Figure 1. Power grid (run 1).
The bar under the picture is 20 um long. Pins as bars on the die edge.
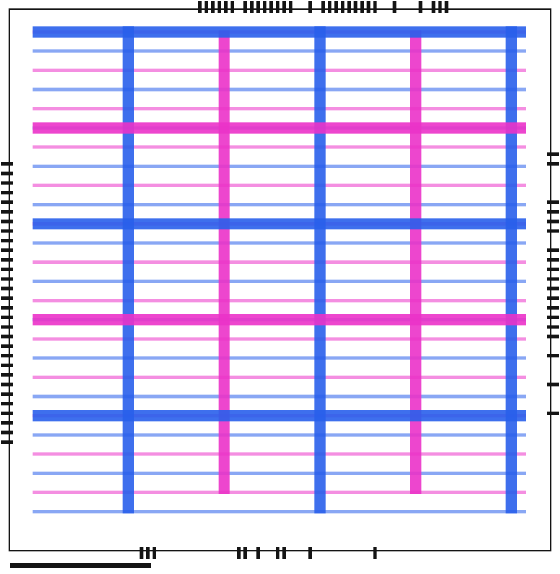
Figure 2. Placement by cell class (run 1).
The bar under the picture is 20 um long.
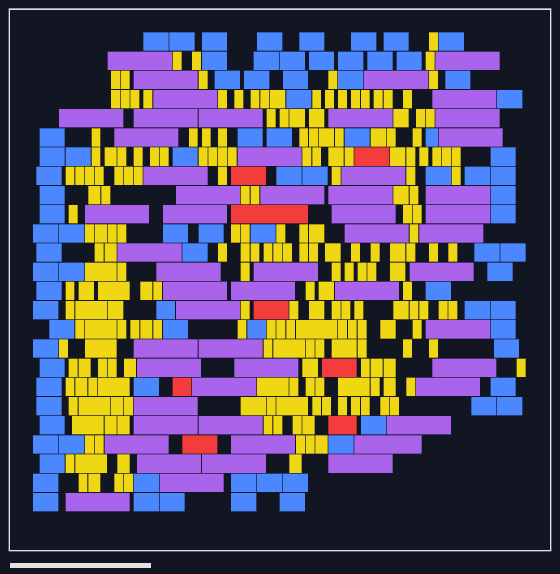
Figure 3. Clock wires, drivers and flops (run 1).
The bar under the picture is 20 um long.
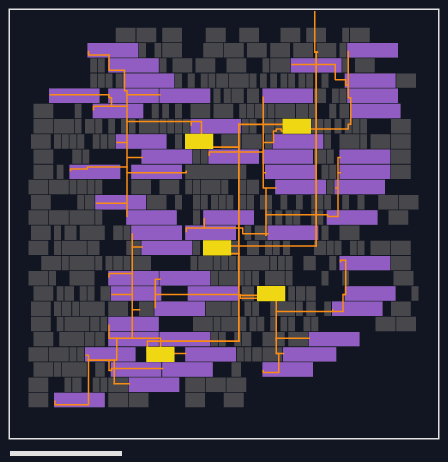
<file path="src/rtl/add_seq_ctrl.sv">
// Clocked valid/ready sequencer for one shared dual-rail adder link. Per bit: rail1=[2i+1], rail0=[2i].
// Optional watchdog on the EVAL/RTZ phases is enabled by defining ADD_SEQ_TIMEOUT_EN.
module add_seq_ctrl #(
    parameter int WIDTH       = 8,
    parameter int SYNC_STAGES = 2,
    parameter int TIMEOUT     = 1024
) (
    input  logic               clk,
    input  logic               rst,
    input  logic               in_valid,
    output logic               in_ready,
    input  logic [WIDTH-1:0]   in_a,
    input  logic [WIDTH-1:0]   in_b,
    input  logic               in_cin,
    input  logic               in_chain,
    output logic               out_valid,
    input  logic               out_ready,
    output logic [WIDTH-1:0]   out_sum,
    output logic               out_cout,
    output logic               err,
    output logic [2*WIDTH-1:0] adder_a,
    output logic [2*WIDTH-1:0] adder_b,
    output logic [1:0]         adder_cin,
    input  logic               adder_ack_o,
    output logic               adder_ack_i,
    input  logic [2*WIDTH-1:0] adder_s,
    input  logic [1:0]         adder_cout
);

    typedef enum logic [1:0] {IDLE, EVAL, RTZ, RESP} state_t;

    function automatic logic [2*WIDTH-1:0] dr_encode(input logic [WIDTH-1:0] v);
        logic [2*WIDTH-1:0] r;
        r = '0;
        for (int i = 0; i < WIDTH; i++) begin
            r[2*i+1] = v[i];
            r[2*i]   = ~v[i];
        end
        return r;
    endfunction

    function automatic logic [WIDTH-1:0] dr_decode(input logic [2*WIDTH-1:0] r);
        logic [WIDTH-1:0] v;
        v = '0;
        for (int i = 0; i < WIDTH; i++) v[i] = r[2*i+1];
        return v;
    endfunction

    state_t             state_q;
    logic               in_ready_q, out_valid_q, out_cout_q, carry_q, ack_i_q;
    logic [WIDTH-1:0]   out_sum_q;
    logic [2*WIDTH-1:0] a_q, b_q;
    logic [1:0]         cin_q;

    logic complete_raw, null_raw;

    // NOTE: every variable assigned in always_comb gets a default first, otherwise a latch is inferred.
    always_comb begin
        complete_raw = adder_cout[1] ^ adder_cout[0];
        for (int i = 0; i < WIDTH; i++) begin
            complete_raw = complete_raw & (adder_s[2*i+1] ^ adder_s[2*i]);
        end
    end

    assign null_raw = ~|{adder_s, adder_cout};

    logic [SYNC_STAGES-1:0] ack_sync_q, comp_sync_q, null_sync_q;

    // NOTE: sequential state always uses non-blocking assignments so every flop samples pre-edge values.
    always_ff @(posedge clk or negedge rst) begin
        if (!rst) begin
            ack_sync_q  <= '0;
            comp_sync_q <= '0;
            null_sync_q <= '0;
        end else begin
            ack_sync_q  <= {ack_sync_q[SYNC_STAGES-2:0], adder_ack_o};
            comp_sync_q <= {comp_sync_q[SYNC_STAGES-2:0], complete_raw};
            null_sync_q <= {null_sync_q[SYNC_STAGES-2:0], null_raw};
        end
    end

    logic eval_done, rtz_done, timeout_hit;

    assign eval_done = (state_q == EVAL) && ack_sync_q[SYNC_STAGES-1] && comp_sync_q[SYNC_STAGES-1];
    assign rtz_done  = (state_q == RTZ) && !ack_sync_q[SYNC_STAGES-1] && null_sync_q[SYNC_STAGES-1];

`ifdef ADD_SEQ_TIMEOUT_EN
    localparam int CNT_W = $clog2(TIMEOUT + 1);

    logic [CNT_W-1:0] cnt_q;
    logic             err_q;

    assign timeout_hit = ((state_q == EVAL) || (state_q == RTZ)) && (cnt_q == CNT_W'(TIMEOUT - 1));

    // Counter restarts on every state change, so each async phase gets its own budget.
    always_ff @(posedge clk or negedge rst) begin
        if (!rst) begin
            cnt_q <= '0;
            err_q <= 1'b0;
        end else begin
            if (((state_q == EVAL) || (state_q == RTZ)) && !eval_done && !rtz_done && !timeout_hit)
                cnt_q <= cnt_q + 1'b1;
            else
                cnt_q <= '0;
            err_q <= err_q | timeout_hit;
        end
    end

    assign err = err_q;
`else
    assign timeout_hit = 1'b0;
    assign err         = 1'b0;
`endif

    // Reset drives the link to spacer asynchronously through the flop resets.
    always_ff @(posedge clk or negedge rst) begin
        if (!rst) begin
            state_q     <= IDLE;
            in_ready_q  <= 1'b1;
            out_valid_q <= 1'b0;
            out_sum_q   <= '0;
            out_cout_q  <= 1'b0;
            carry_q     <= 1'b0;
            ack_i_q     <= 1'b0;
            a_q         <= '0;
            b_q         <= '0;
            cin_q       <= 2'b00;
        end else if (timeout_hit) begin
            a_q        <= '0;
            b_q        <= '0;
            cin_q      <= 2'b00;
            ack_i_q    <= 1'b0;
            in_ready_q <= 1'b1;
            state_q    <= IDLE;
        end else begin
            case (state_q)
                IDLE: if (in_valid) begin
                    a_q        <= dr_encode(in_a);
                    b_q        <= dr_encode(in_b);
                    cin_q      <= in_chain ? {carry_q, ~carry_q} : {in_cin, ~in_cin};
                    in_ready_q <= 1'b0;
                    state_q    <= EVAL;
                end
                EVAL: if (eval_done) begin
                    out_sum_q  <= dr_decode(adder_s);
                    out_cout_q <= adder_cout[1];
                    carry_q    <= adder_cout[1];
                    a_q        <= '0;
                    b_q        <= '0;
                    cin_q      <= 2'b00;
                    ack_i_q    <= 1'b1;
                    state_q    <= RTZ;
                end
                RTZ: if (rtz_done) begin
                    ack_i_q     <= 1'b0;
                    out_valid_q <= 1'b1;
                    state_q     <= RESP;
                end
                RESP: if (out_ready) begin
                    out_valid_q <= 1'b0;
                    in_ready_q  <= 1'b1;
                    state_q     <= IDLE;
                end
                default: state_q <= IDLE;
            endcase
        end
    end

    assign in_ready    = in_ready_q;
    assign out_valid   = out_valid_q;
    assign out_sum     = out_sum_q;
    assign out_cout    = out_cout_q;
    assign adder_a     = a_q;
    assign adder_b     = b_q;
    assign adder_cin   = cin_q;
    assign adder_ack_i = ack_i_q;

endmodule

</file>
<file path="config.mk">
export PLATFORM = sky130hd
export DESIGN_NAME = add_seq_ctrl
export DESIGN_NICKNAME = d
export VERILOG_FILES = /design/src/rtl/add_seq_ctrl.sv
export SDC_FILE = /design/constraint.sdc
export NUM_CORES = 1
export LEC_CHECK = 0
export ABC_AREA = 1
export ABC_CLOCK_PERIOD_IN_PS = 3800
export CAP_MARGIN = 40
export CORE_MARGIN = 3
export CORE_UTILIZATION = 50
export CTS_BUF_LIST = sky130_fd_sc_hd__clkbuf_8
export CTS_CLUSTER_SIZE = 8
export DETAILED_ROUTE_END_ITERATION = 10
export HOLD_SLACK_MARGIN = 0.02
export PLACE_DENSITY = 0.88
export SYNTH_ARGS = -nofsm -noshare
export SYNTH_HDL_FRONTEND = slang
export SYNTH_SLANG_ARGS = --single-unit
</file>
<file path="constraint.sdc">
create_clock -name clk -period 3.8 [get_ports clk]
set_input_delay 0.76 -clock clk [delete_from_list [all_inputs] [get_ports clk]]
set_output_delay 0.76 -clock clk [all_outputs]
set_load 0.01 [all_outputs]
</file>
==> Slide: Implementation Results, run 1 <==
Flow Results at a Glance

Floorplanning
  • Chip area: 5860 um^2

Final layout
  • Combinational Gates: 192
  • FILL cells: 365
  • Non-Clock Inverter Count: 31

Clock network
  • Num CTS Buffers: 5
  • Clock edge transition at the registers on the reported setup and hold paths: 100 ps
  • CTS tree: yes

Pwr
  • Combinational logic power: 1.20 mW
  • Power density cells: 718 nW/um^2
  • Portion of total power attributed to sequential cells: 0.360
  • Post-layout power: 2.50 mW

Synthesis
  • Most numerous cell types in the synthesized netlist: 114 x sky130_fd_sc_hd__nand2_1, 53 x sky130_fd_sc_hd__dfrtp_1, 30 x sky130_fd_sc_hd__inv_1, 21 x sky130_fd_sc_hd__nor2_1, 20 x sky130_fd_sc_hd__nand4_1
  • Cell count after synthesis: 291
  • Seq cells post-synth: 54
  • Count of library flops with an enable pin: 0
  • Mux share: 0

Min path
  • Instance count along the most critical hold path: 0

GRT
  • Largest net degree at the start of global routing: 35
  • Global route total overflow: 0

Timing
  • Post-route worst setup slack: 1290 ps
  • Final number of max-transition violations: 0

Critical path
  • Length in cells of the worst reg-to-reg path: 7
  • Critical path startpoint: in_valid

Outcome
  • Run status: finished, final reports clean

Drt
  • Vias: 2206
-- Figure 1 (at the start) --
[VDD] magenta
[VSS] blue
met5 straps: 5
met4 straps: 5
met1 rails: 26
rows: 25
signal pins: 88
Die Y-Extent: 76.6 um
maximum vdd ir drop: 0.389 mV
x dimension of the die: 76.6 um
CORE AREA: 4750 um^2

-- Figure 2 (at the start) --
[remaining logic cells] yellow | cells: 223 | share of their area: 31%
[clock drivers and dummy loads] red | cells: 8 | share of their area: 3.5%
[remaining buffers and delay cells] blue | cells: 88 | share of their area: 26%
[sequential cells] purple | cells: 54 | share of their area: 40%

-- Figure 3 (at the start) --
[clock-net drivers] yellow | count: 5
[clock wires] orange | length: 559 um
[flip-flops] purple | count: 54
routed clock nets: 6

## run 1: layout by cell type, fill, tap and decap left out, drive strengths merged
master | synthesis | layout
nand3 | 6 | 6
nand4 | 20 | 20
nand2 | 114 | 114
conb | 1 | 1
clkbuf | 4 | 5
a21oi | 1 | 1
o21ai | 13 | 13
nor3 | 3 | 3
dfrtp | 53 | 53
inv | 31 | 32
ha | 13 | 13
clkdlybuf4s50 | 0 | 85
clkinvlp | 0 | 1
bufinv | 0 | 1
nor2 | 21 | 21
dfstp | 1 | 1
buf | 10 | 3
## run 1: metrics by stage
step	instance area [um^2]	hold slack, ps
floorplan	2490	331
global placement	3360	331
detailed placement	3360	335
CTS	3480	357
global route	3480	365
finish	3480	356
==> run 2: changes to the inputs <==
Settings changed: ABC_CLOCK_PERIOD_IN_PS 3800 to 2400, CORE_UTILIZATION 50 to 46, PLACE_DENSITY 0.88 to 0.82.
Clock period 3.8 ns to 2.4 ns, I/O delays scaled along.
==> Slide: Implementation Results, run 2 <==
Flow Results at a Glance

Critical path
  • Cell breakdown of the critical path: inv_1 > ha_1 > inv_2 > nand2_1 > nand2_1 > a21oi_4 > nand2_1 > nand2_1
  • Length in cells of the worst reg-to-reg path: 8
  • Endpoint arrival time on the critical path: 2170 ps
  • Critical path startpoint: state_q[1]
  • Highest cell delay on the worst timing path: 420 ps
  • Critical path buffer and inverter count: 2

Final layout
  • Finished layout cell area: 3500 um^2
  • Dominant logic cell type in the layout: sky130_fd_sc_hd__nand2_1
  • Post-Route Utilization: 0.677
  • Top logic cells by instance count in the layout: 114 x sky130_fd_sc_hd__nand2_1, 85 x sky130_fd_sc_hd__clkdlybuf4s50_1, 53 x sky130_fd_sc_hd__dfrtp_1

Synthesis
  • Most numerous cell types in the synthesized netlist: 114 x sky130_fd_sc_hd__nand2_1, 53 x sky130_fd_sc_hd__dfrtp_1, 30 x sky130_fd_sc_hd__inv_1, 21 x sky130_fd_sc_hd__nor2_1, 20 x sky130_fd_sc_hd__nand4_1
  • Cell count after synthesis: 291
  • Cell taking the most area after synthesis: sky130_fd_sc_hd__dfrtp_1
  • Count of library flops with an enable pin: 0
  • Seq cells post-synth: 54

Clock network
  • Clock Latency Late Sink: 320 ps
  • Clock H-tree levels: 2
  • CTS tree: yes
  • Num CTS Buffers: 5
  • Number of hold buffers added after CTS: 0

Pwr
  • Power density cells: 1100 nW/um^2
  • Portion of total power attributed to sequential cells: 0.368
  • Combinational logic power: 1.91 mW
  • Maximum vdd ir drop: 0.533 mV
  • Post-layout power: 3.87 mW

GRT
  • Global route total overflow: 0
  • Busiest layer in global routing: met2
  • Routing usage on met2: 0.324
  • Vias in the first global route: 2081
  • Largest net degree at the start of global routing: 40

Floorplanning
  • Chip area: 6330 um^2
  • Floorplan-stage core utilization: 0.481
  • X dimension of the die: 79.6 um
  • CORE AREA: 5170 um^2
  • Die Y-Extent: 79.6 um
  • I/O pin total: 88

Outcome
  • Run status: finished, final reports clean

Drt
  • Drt initial violations: 125
  • Vias: 2155

Timing
  • Hold_ws: 60.2 ps
  • Period Utilization, post-route: 0.797
  • Post-route worst setup slack: 486 ps
  • Final number of max-transition violations: 0

Placement
  • Standard cell area after detailed placement: 3400 um^2
[run 2: per-layer routing]
| layer | vias to the layer above | part of all wire |
|---|---|---|
| li1 | 1079 | - |
| met1 | 980 | 0.42 |
| met2 | 89 | 0.49 |
| met3 | 7 | 0.077 |
| met4 | 0 | 0.013 |
| met5 | - | 0 |
[run 2: final cells by class]
class / instances / area, um^2
Fill cell: 411 / 1670
Sequential cell: 54 / 1350
Multi-Input combinational cell: 192 / 935
Timing Repair Buffer: 92 / 913
Inverter: 31 / 116
Tap cell: 70 / 87.6
Clock buffer: 5 / 68.8
Clock inverter: 3 / 28.8
[run 2: kinds of logic after synthesis]
group,after synthesis,synth area share
buf+inv,45,0.0809
fa+ha+maj,13,0.0654
compound gates,14,0.0327
flops,54,0.543
simple gates,164,0.276
other cells,1,0.00151
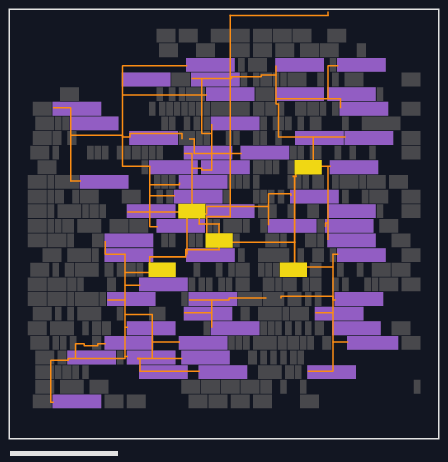
Figure 4: run 2, clock wires, drivers and flops.
The bar under the picture is 20 um long.
[flip-flops] purple | count: 54
[clock wires] orange | length: 620 um
[clock-net drivers] yellow | count: 5
routed clock nets: 6

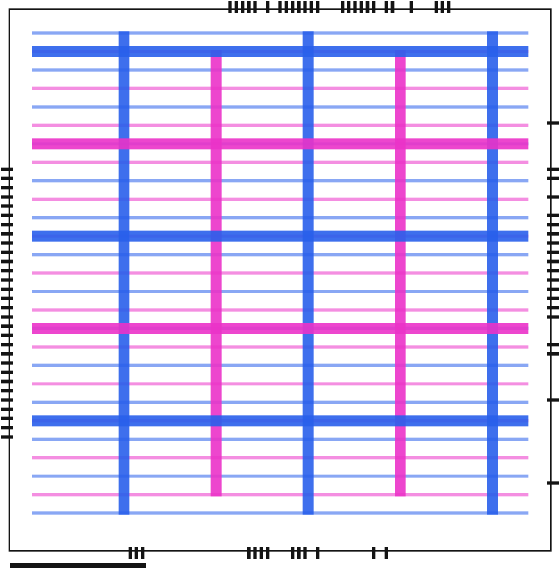
Figure 5: run 2, power grid.
The bar under the picture is 20 um long. Pins as bars on the die edge.
[VSS] blue
[VDD] magenta
met1 rails: 27
signal pins: 88
met4 straps: 5

==> run 3: changes to the inputs <==
Settings changed: ABC_CLOCK_PERIOD_IN_PS 2400 to 1550, CORE_UTILIZATION 46 to 42, PLACE_DENSITY 0.82 to 0.79.
Clock period 2.4 ns to 1.55 ns, I/O delays scaled along.
==> Slide: Implementation Results, run 3 <==
Flow Results at a Glance

Outcome
  • Run status: finished, violations left
  • Violations in the final reports: setup timing

Final layout
  • Dominant logic cell type in the layout: sky130_fd_sc_hd__nand2_1
  • Post-Route Utilization: 0.684
  • FILL cells: 451
  • Top logic cells by instance count in the layout: 107 x sky130_fd_sc_hd__nand2_1, 52 x sky130_fd_sc_hd__dfrtp_1, 45 x sky130_fd_sc_hd__clkdlybuf4s50_1
  • Finished layout cell area: 3830 um^2

GRT
  • Busiest layer in global routing: met2
  • Routing usage on met2: 0.310
  • Vias in the first global route: 2160
  • Largest net degree at the start of global routing: 55

Drt
  • Drt initial violations: 285
  • Amount of wire on met2 after detailed routing: 3510 um
  • Top layer used by detailed routing: met4

Critical path
  • Length in cells of the worst reg-to-reg path: 9
  • Highest cell delay on the worst timing path: 440 ps
  • Endpoint arrival time on the critical path: 1900 ps
  • Critical path startpoint: state_q[1]
  • Cell breakdown of the critical path: inv_2 > ha_4 > inv_2 > nand2_2 > nand2_2 > a21oi_4 > clkbuf_16 > nand2_1 > nand2_1

Floorplanning
  • Chip area: 6880 um^2
  • X dimension of the die: 83.0 um

Synthesis
  • Cell taking the most area after synthesis: sky130_fd_sc_hd__dfrtp_1

Timing
  • Post-route worst setup slack: -90.8 ps
  • Setup violators final: 21
  • Hold_ws: 361 ps
  • Final number of max-transition violations: 0

Clock network
  • Clock Latency Late Sink: 310 ps

Pwr
  • Portion of total power attributed to sequential cells: 0.313
  • Combinational logic power: 3.84 mW

Placement
  • Standard cell area after detailed placement: 3450 um^2
## run 3: final cells by class
class                   instances  area (um^2)  area share
flip-flops and latches         54         1350       0.353
repair buffers                106         1170       0.305
multi-input cells             192          990       0.258
inverters                      31          116      0.0303
well taps                      72         90.1      0.0235
clock buffers                   5         68.8      0.0179
clock inverters                 3         47.5      0.0124
## run 3: what timing repair did
action / CTS / global route
resized: 12 / 47
pin swaps: 0 / 5
cloned: 0 / 3
hold buffers: 1 / 0
setup endpoints to repair: 45 / 66
buffers inserted: 1 / 6
endpoints found under the hold margin: 53 / 0
## run 3: cell families after synthesis
kind of cell / synth area share
simple gates: 0.276
flops: 0.543
buf+inv: 0.0809
compound gates: 0.0327
fa+ha+maj: 0.0654
other cells: 0.00151
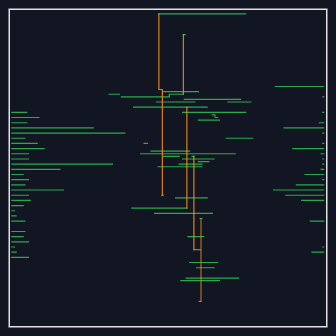
Figure 6: run 3, wiring by layer.
Only two layers are drawn.
[M4] orange | wire length: 137 um
[M3] green | wire length: 556 um
combined global-route utilization of all metal layers: 0.184
Routed WL: 7030 um
Vias: 2269
wire per inst: 15.2 um

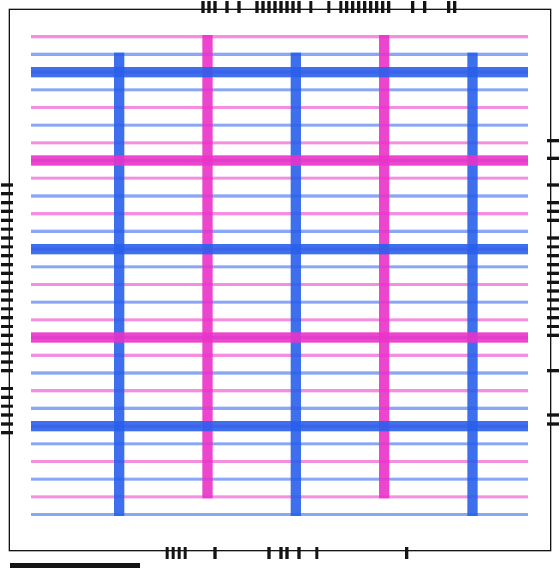
Figure 7: run 3, power grid.
The bar under the picture is 20 um long. Pins as bars on the die edge.
[VDD] magenta
[VSS] blue
signal pins: 88
met5 straps: 5
rows: 27

Power figures rest on the tool's default switching activity, not on a simulated workload.
